**Supply network**

Bar = 20 um. Pins as bars on the die edge. Tap cells in gray.
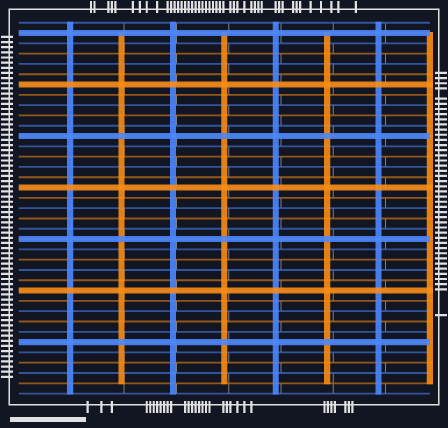
**Placement by cell class**

Bar = 20 um.
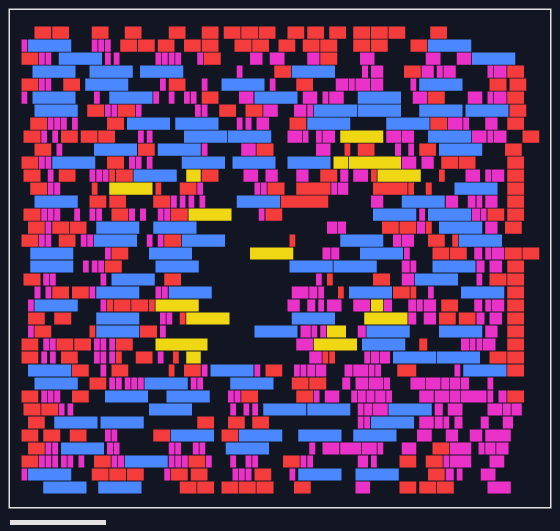
**Clock wires, drivers and flops**

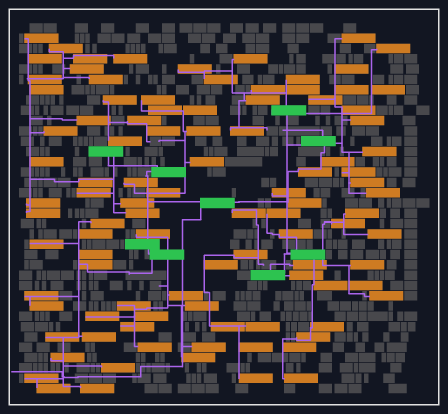
**Signal wires by layer**

Bar = 20 um. Only two layers are drawn.
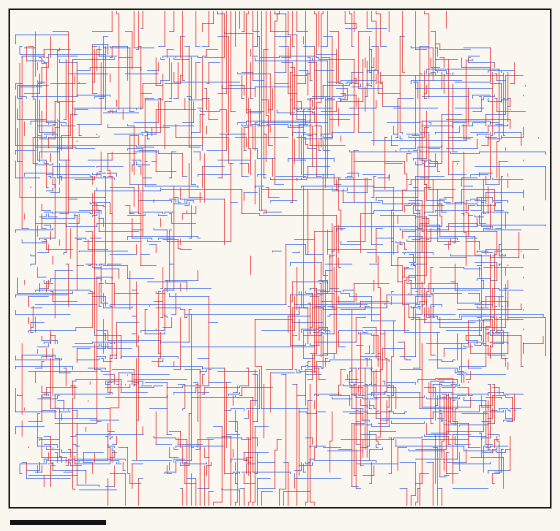
[config.mk]
export PLATFORM = sky130hd
export DESIGN_NAME = avm_cmd_master
export DESIGN_NICKNAME = d
export VERILOG_FILES = /design/src/rtl/avm_pkg.sv /design/src/rtl/avm_tmo_cnt.sv /design/src/rtl/avm_cmd_master.sv
export SDC_FILE = /design/constraint.sdc
export NUM_CORES = 1
export LEC_CHECK = 0
export CORE_AREA = 2 2 111 102
export CTS_CLUSTER_SIZE = 10
export DETAILED_ROUTE_END_ITERATION = 10
export DIE_AREA = 0 0 113 104
export GPL_TIMING_DRIVEN = 0
export PLACE_DENSITY_LB_ADDON = 0.12
export SLEW_MARGIN = 20
export SYNTH_ARGS = -nofsm -noshare
export SYNTH_HDL_FRONTEND = slang
export SYNTH_SLANG_ARGS = --single-unit
[constraint.sdc]
create_clock -name sys_clk -period 4 [get_ports sys_clk]
set_input_delay 1 -clock sys_clk [delete_from_list [all_inputs] [get_ports sys_clk]]
set_output_delay 1 -clock sys_clk [all_outputs]
set_load 0.1 [all_outputs]
[src/rtl/avm_pkg.sv]
// Shared types and sizing helpers for the Avalon-MM command master slice.
package avm_pkg;

    typedef enum logic [1:0] {
        ST_IDLE = 2'd0,
        ST_REQ  = 2'd1,
        ST_RSP  = 2'd2
    } state_t;

    localparam int C_DEF_ADDR_W = 16;
    localparam int C_DEF_DATA_W = 32;
    localparam int C_DEF_TMO_W  = 8;
    localparam int C_DEF_BE_W   = C_DEF_DATA_W / 8;

    function automatic int be_width(input int data_w);
        return data_w / 8;
    endfunction

endpackage

[src/rtl/avm_tmo_cnt.sv]
// Saturating waitrequest stall counter; hit flags the last permitted stall cycle.
module avm_tmo_cnt #(
    parameter int C_TMO_W = 8
) (
    input  logic               sys_clk,
    input  logic               sys_rst,
    input  logic               clr,
    input  logic               en,
    input  logic [C_TMO_W-1:0] tmo_limit,
    output logic               hit
);

    localparam logic [C_TMO_W-1:0] C_ONE = {{(C_TMO_W-1){1'b0}}, 1'b1};

    logic [C_TMO_W-1:0] cnt;

    // Holds at all-ones so a disabled timeout can never wrap into a false hit.
    always_ff @(posedge sys_clk or posedge sys_rst) begin
        if (sys_rst) begin
            cnt <= '0;
        end else if (clr) begin
            cnt <= '0;
        end else if (en && (cnt != '1)) begin
            cnt <= cnt + C_ONE;
        end
    end

    assign hit = (tmo_limit != '0) && (cnt == (tmo_limit - C_ONE));

endmodule

[src/rtl/avm_cmd_master.sv]
// Avalon-MM initiator: one single-beat bus transfer and one response per command,
// with a programmable waitrequest timeout.
module avm_cmd_master
    import avm_pkg::*;
#(
    parameter int C_ADDR_W = C_DEF_ADDR_W,
    parameter int C_DATA_W = C_DEF_DATA_W,
    parameter int C_TMO_W  = C_DEF_TMO_W,
    parameter int C_BE_W   = be_width(C_DATA_W)
) (
    input  logic                sys_clk,
    input  logic                sys_rst,
    input  logic                cmd_valid,
    output logic                cmd_ready,
    input  logic                cmd_write,
    input  logic [C_ADDR_W-1:0] cmd_addr,
    input  logic [C_DATA_W-1:0] cmd_wdata,
    input  logic [C_BE_W-1:0]   cmd_be,
    output logic                rsp_valid,
    input  logic                rsp_ready,
    output logic [C_DATA_W-1:0] rsp_rdata,
    output logic                rsp_err,
    input  logic [C_TMO_W-1:0]  tmo_limit,
    output logic [C_ADDR_W-1:0] avm_address,
    output logic                avm_read,
    output logic                avm_write,
    output logic [C_DATA_W-1:0] avm_writedata,
    output logic [C_BE_W-1:0]   avm_byteenable,
    input  logic [C_DATA_W-1:0] avm_readdata,
    input  logic                avm_waitrequest
);

    state_t state;
    logic   accept;
    logic   tmo_hit;

    assign accept = (state == ST_IDLE) && cmd_valid && cmd_ready;

    avm_tmo_cnt #(
        .C_TMO_W (C_TMO_W)
    ) u_tmo_cnt (
        .sys_clk   (sys_clk),
        .sys_rst   (sys_rst),
        .clr       (accept),
        .en        ((state == ST_REQ) && avm_waitrequest),
        .tmo_limit (tmo_limit),
        .hit       (tmo_hit)
    );

    // cmd_ready is registered, so it comes up one edge after reset release.
    always_ff @(posedge sys_clk or posedge sys_rst) begin
        if (sys_rst) begin
            state          <= ST_IDLE;
            cmd_ready      <= 1'b0;
            rsp_valid      <= 1'b0;
            rsp_rdata      <= '0;
            rsp_err        <= 1'b0;
            avm_address    <= '0;
            avm_read       <= 1'b0;
            avm_write      <= 1'b0;
            avm_writedata  <= '0;
            avm_byteenable <= '0;
        end else begin
            case (state)
                ST_IDLE: begin
                    if (accept) begin
                        avm_address    <= cmd_addr;
                        avm_writedata  <= cmd_wdata;
                        avm_byteenable <= cmd_be;
                        avm_read       <= ~cmd_write;
                        avm_write      <= cmd_write;
                        cmd_ready      <= 1'b0;
                        state          <= ST_REQ;
                    end else begin
                        cmd_ready <= 1'b1;
                    end
                end
                ST_REQ: begin
                    // A completing slave wins over a timeout hitting on the same edge.
                    if (!avm_waitrequest) begin
                        avm_read  <= 1'b0;
                        avm_write <= 1'b0;
                        rsp_rdata <= avm_read ? avm_readdata : '0;
                        rsp_err   <= 1'b0;
                        rsp_valid <= 1'b1;
                        state     <= ST_RSP;
                    end else if (tmo_hit) begin
                        avm_read  <= 1'b0;
                        avm_write <= 1'b0;
                        rsp_rdata <= '0;
                        rsp_err   <= 1'b1;
                        rsp_valid <= 1'b1;
                        state     <= ST_RSP;
                    end
                end
                ST_RSP: begin
                    if (rsp_ready) begin
                        rsp_valid <= 1'b0;
                        cmd_ready <= 1'b1;
                        state     <= ST_IDLE;
                    end
                end
                default: begin
                    state <= ST_IDLE;
                end
            endcase
        end
    end

endmodule

==> impl_metrics.env <==
# physical design summary
export IMPL_timing_max_cap_violations=0
export IMPL_number_of_global_route_vias_before_repair=4127
export IMPL_min_delay_path_depth=2
export IMPL_yosys_cell_types_count=41
export IMPL_antenna_found_initial=0
export IMPL_worst_ep_required_time_ns=4.22
export IMPL_first_pass_grt_wire_length_um=20200
export IMPL_detail_route_first_pass_iterations=7
export IMPL_yosys_cells=477
export IMPL_critPathTopFamily="buffers and inverters"
export IMPL_synthFlopType="sky130_fd_sc_hd__dfrtp_1"
export IMPL_async_flop_share=1.00
export IMPL_final_cell_area_mm2=0.00682
export IMPL_post_synth_inst_count=477
export IMPL_top_cells_by_area_synth="sky130_fd_sc_hd__dfrtp_1 56%, sky130_fd_sc_hd__nand2_1 16%, sky130_fd_sc_hd__a22oi_1 5.4%, sky130_fd_sc_hd__o21ai_2 4.0%, sky130_fd_sc_hd__o21ai_0 2.0%"
export IMPL_ys_seq_elements=99
export IMPL_h_tree_depth=3
export IMPL_edf_count=0
export IMPL_reg2reg_slack_ns=1.85
export IMPL_netlist_top_cells_count="192 x sky130_fd_sc_hd__nand2_1, 99 x sky130_fd_sc_hd__dfrtp_1, 32 x sky130_fd_sc_hd__a22oi_1"
export IMPL_insertedDiodeCount=0
export IMPL_worst_slew_pin_tran_ns=1.05
export IMPL_synthTopLogicFamily="simple AND/OR/NAND/NOR gates"
export IMPL_timing_critical_path_depth=10
export IMPL_critical_path_endpoint_type="flip-flop"
export IMPL_min_delay_path_class="flip-flop to flip-flop"
export IMPL_failed_checks="design-rule violations"
export IMPL_yosysMostFrequentCell="sky130_fd_sc_hd__nand2_1"
export IMPL_drt_drc_violations_left=11
export IMPL_cts_sinks=99
export IMPL_layout_top_cells="192 x sky130_fd_sc_hd__nand2_1, 186 x sky130_fd_sc_hd__clkdlybuf4s50_1, 99 x sky130_fd_sc_hd__dfrtp_1, 32 x sky130_fd_sc_hd__a22oi_1"
export IMPL_final_nets=776
export IMPL_detail_route_iter0_violations=193
export IMPL_synthDominantAreaCellType="sky130_fd_sc_hd__dfrtp_1"
export IMPL_ys_sh_simple=0.218
export IMPL_die_h_um=104
export IMPL_dpl_cell_count=797
export IMPL_timing_hold_worst_endpoint="avm_byteenable[1]"
export IMPL_top_cell_area_share=0.559
export IMPL_instances_no_fill=813
export IMPL_worstPathBufferInverterCount=4
export IMPL_initial_core_util=0.417
export IMPL_timing_rr_start="state[1]"
export IMPL_post_cts_resized=0
export IMPL_proportion_of_synthesized_chip_area_in_sequential_cells=0.559
export IMPL_finalClockPeriodUsage=0.764
export IMPL_pre_cts_slack_ns=0.601
export IMPL_core_mm2=0.0106
export IMPL_grt_setup_unrepaired="no"
export IMPL_layout_drive_gt1_share=0.0735
export IMPL_r2r_end="rsp_rdata[12]"
export IMPL_outcome="finished with violations"
export IMPL_cts_buffers_inserted=9
export IMPL_clock_tree_root_buffer_cell="sky130_fd_sc_hd__clkbuf_16"
export IMPL_final_report_max_slew_violation_count=0
export IMPL_crit_type="input pin to flip-flop"
export IMPL_totalNegativeSetupSlack_ns=0
export IMPL_layout_cells_most_common="sky130_fd_sc_hd__nand2_1"
export IMPL_grt_overflow_total=0
export IMPL_drt_vias_per_instance=4.95
export IMPL_setup_viol_count_final=0
export IMPL_cts_clk_slew_worst_paths_ns=0.07
export IMPL_crit_path_start="tmo_limit[0]"
export IMPL_critical_path_startpoint_type="input pin"
export IMPL_synth_yosys_warnings=0
export IMPL_timing_max_slew_rel_slack=0.299
export IMPL_worst_setup_path_endpoint="rsp_rdata[17]"
export IMPL_gp_weighted_congestion=0.793
export IMPL_finalWorstSetupSlack_ns=0.945
export IMPL_timing_hold_worst_start="avm_byteenable[1]"
export IMPL_synth_net_count=578
About 'supply network':
Key: orange = VDD; blue = VSS
187 signal pins sit on the boundary. 133 tap cells.

About 'placement by cell class':
Key: magenta = remaining logic cells [cells 351, share of their area 27%]; red = remaining buffers and delay cells [cells 214, share of their area 31%]; yellow = clock drivers and dummy loads [cells 16, share of their area 5.0%]; blue = registers [cells 99, share of their area 37%]

About 'clock wires, drivers and flops':
Key: orange = flip-flops [count 99]; green = clock-net drivers [count 9]; purple = clock wires [length 1200 um]
There are 10 routed clock nets. Position of the flops: widely spread.
Insertion Delay late pin: 0.34 ns
Worst Clk Skew: 0.00833 ns

About 'signal wires by layer':
Key: blue = M1 [wire length 4920 um]; red = M2 [wire length 5640 um]
overall global routing resource usage: 0.211
Routed WL: 11900 um
vias after detailed routing: 4022
detailed-route wire length per cell: 14.7 um

==> routing by layer <==
metal	vias up	share of wire	global-route usage
met5	-	0	0
met4	0	0.011	0.0523
met3	13	0.10	0.0787
met2	135	0.47	0.347
met1	1889	0.41	0.263
li1	1985	-	-
==> cell families after synthesis <==
family / count (synthesis)
AND-OR/OR-AND: 90
XOR/XNOR: 13
adder cells (fa/ha/maj): 3
buffers and inverters: 36
flip-flops: 99
multiplexers: 1
AND/OR/NAND/NOR: 235
==> area by class of cell <==
class | count | area, um2
buffer | 27 | 143
clock buffer | 9 | 225
clock inverter | 7 | 105
fill | 889 | 3810
inverter | 9 | 38.8
multi-input combinational | 342 | 1780
sequential | 99 | 2480
tap | 133 | 166
timing repair buffer | 187 | 1890
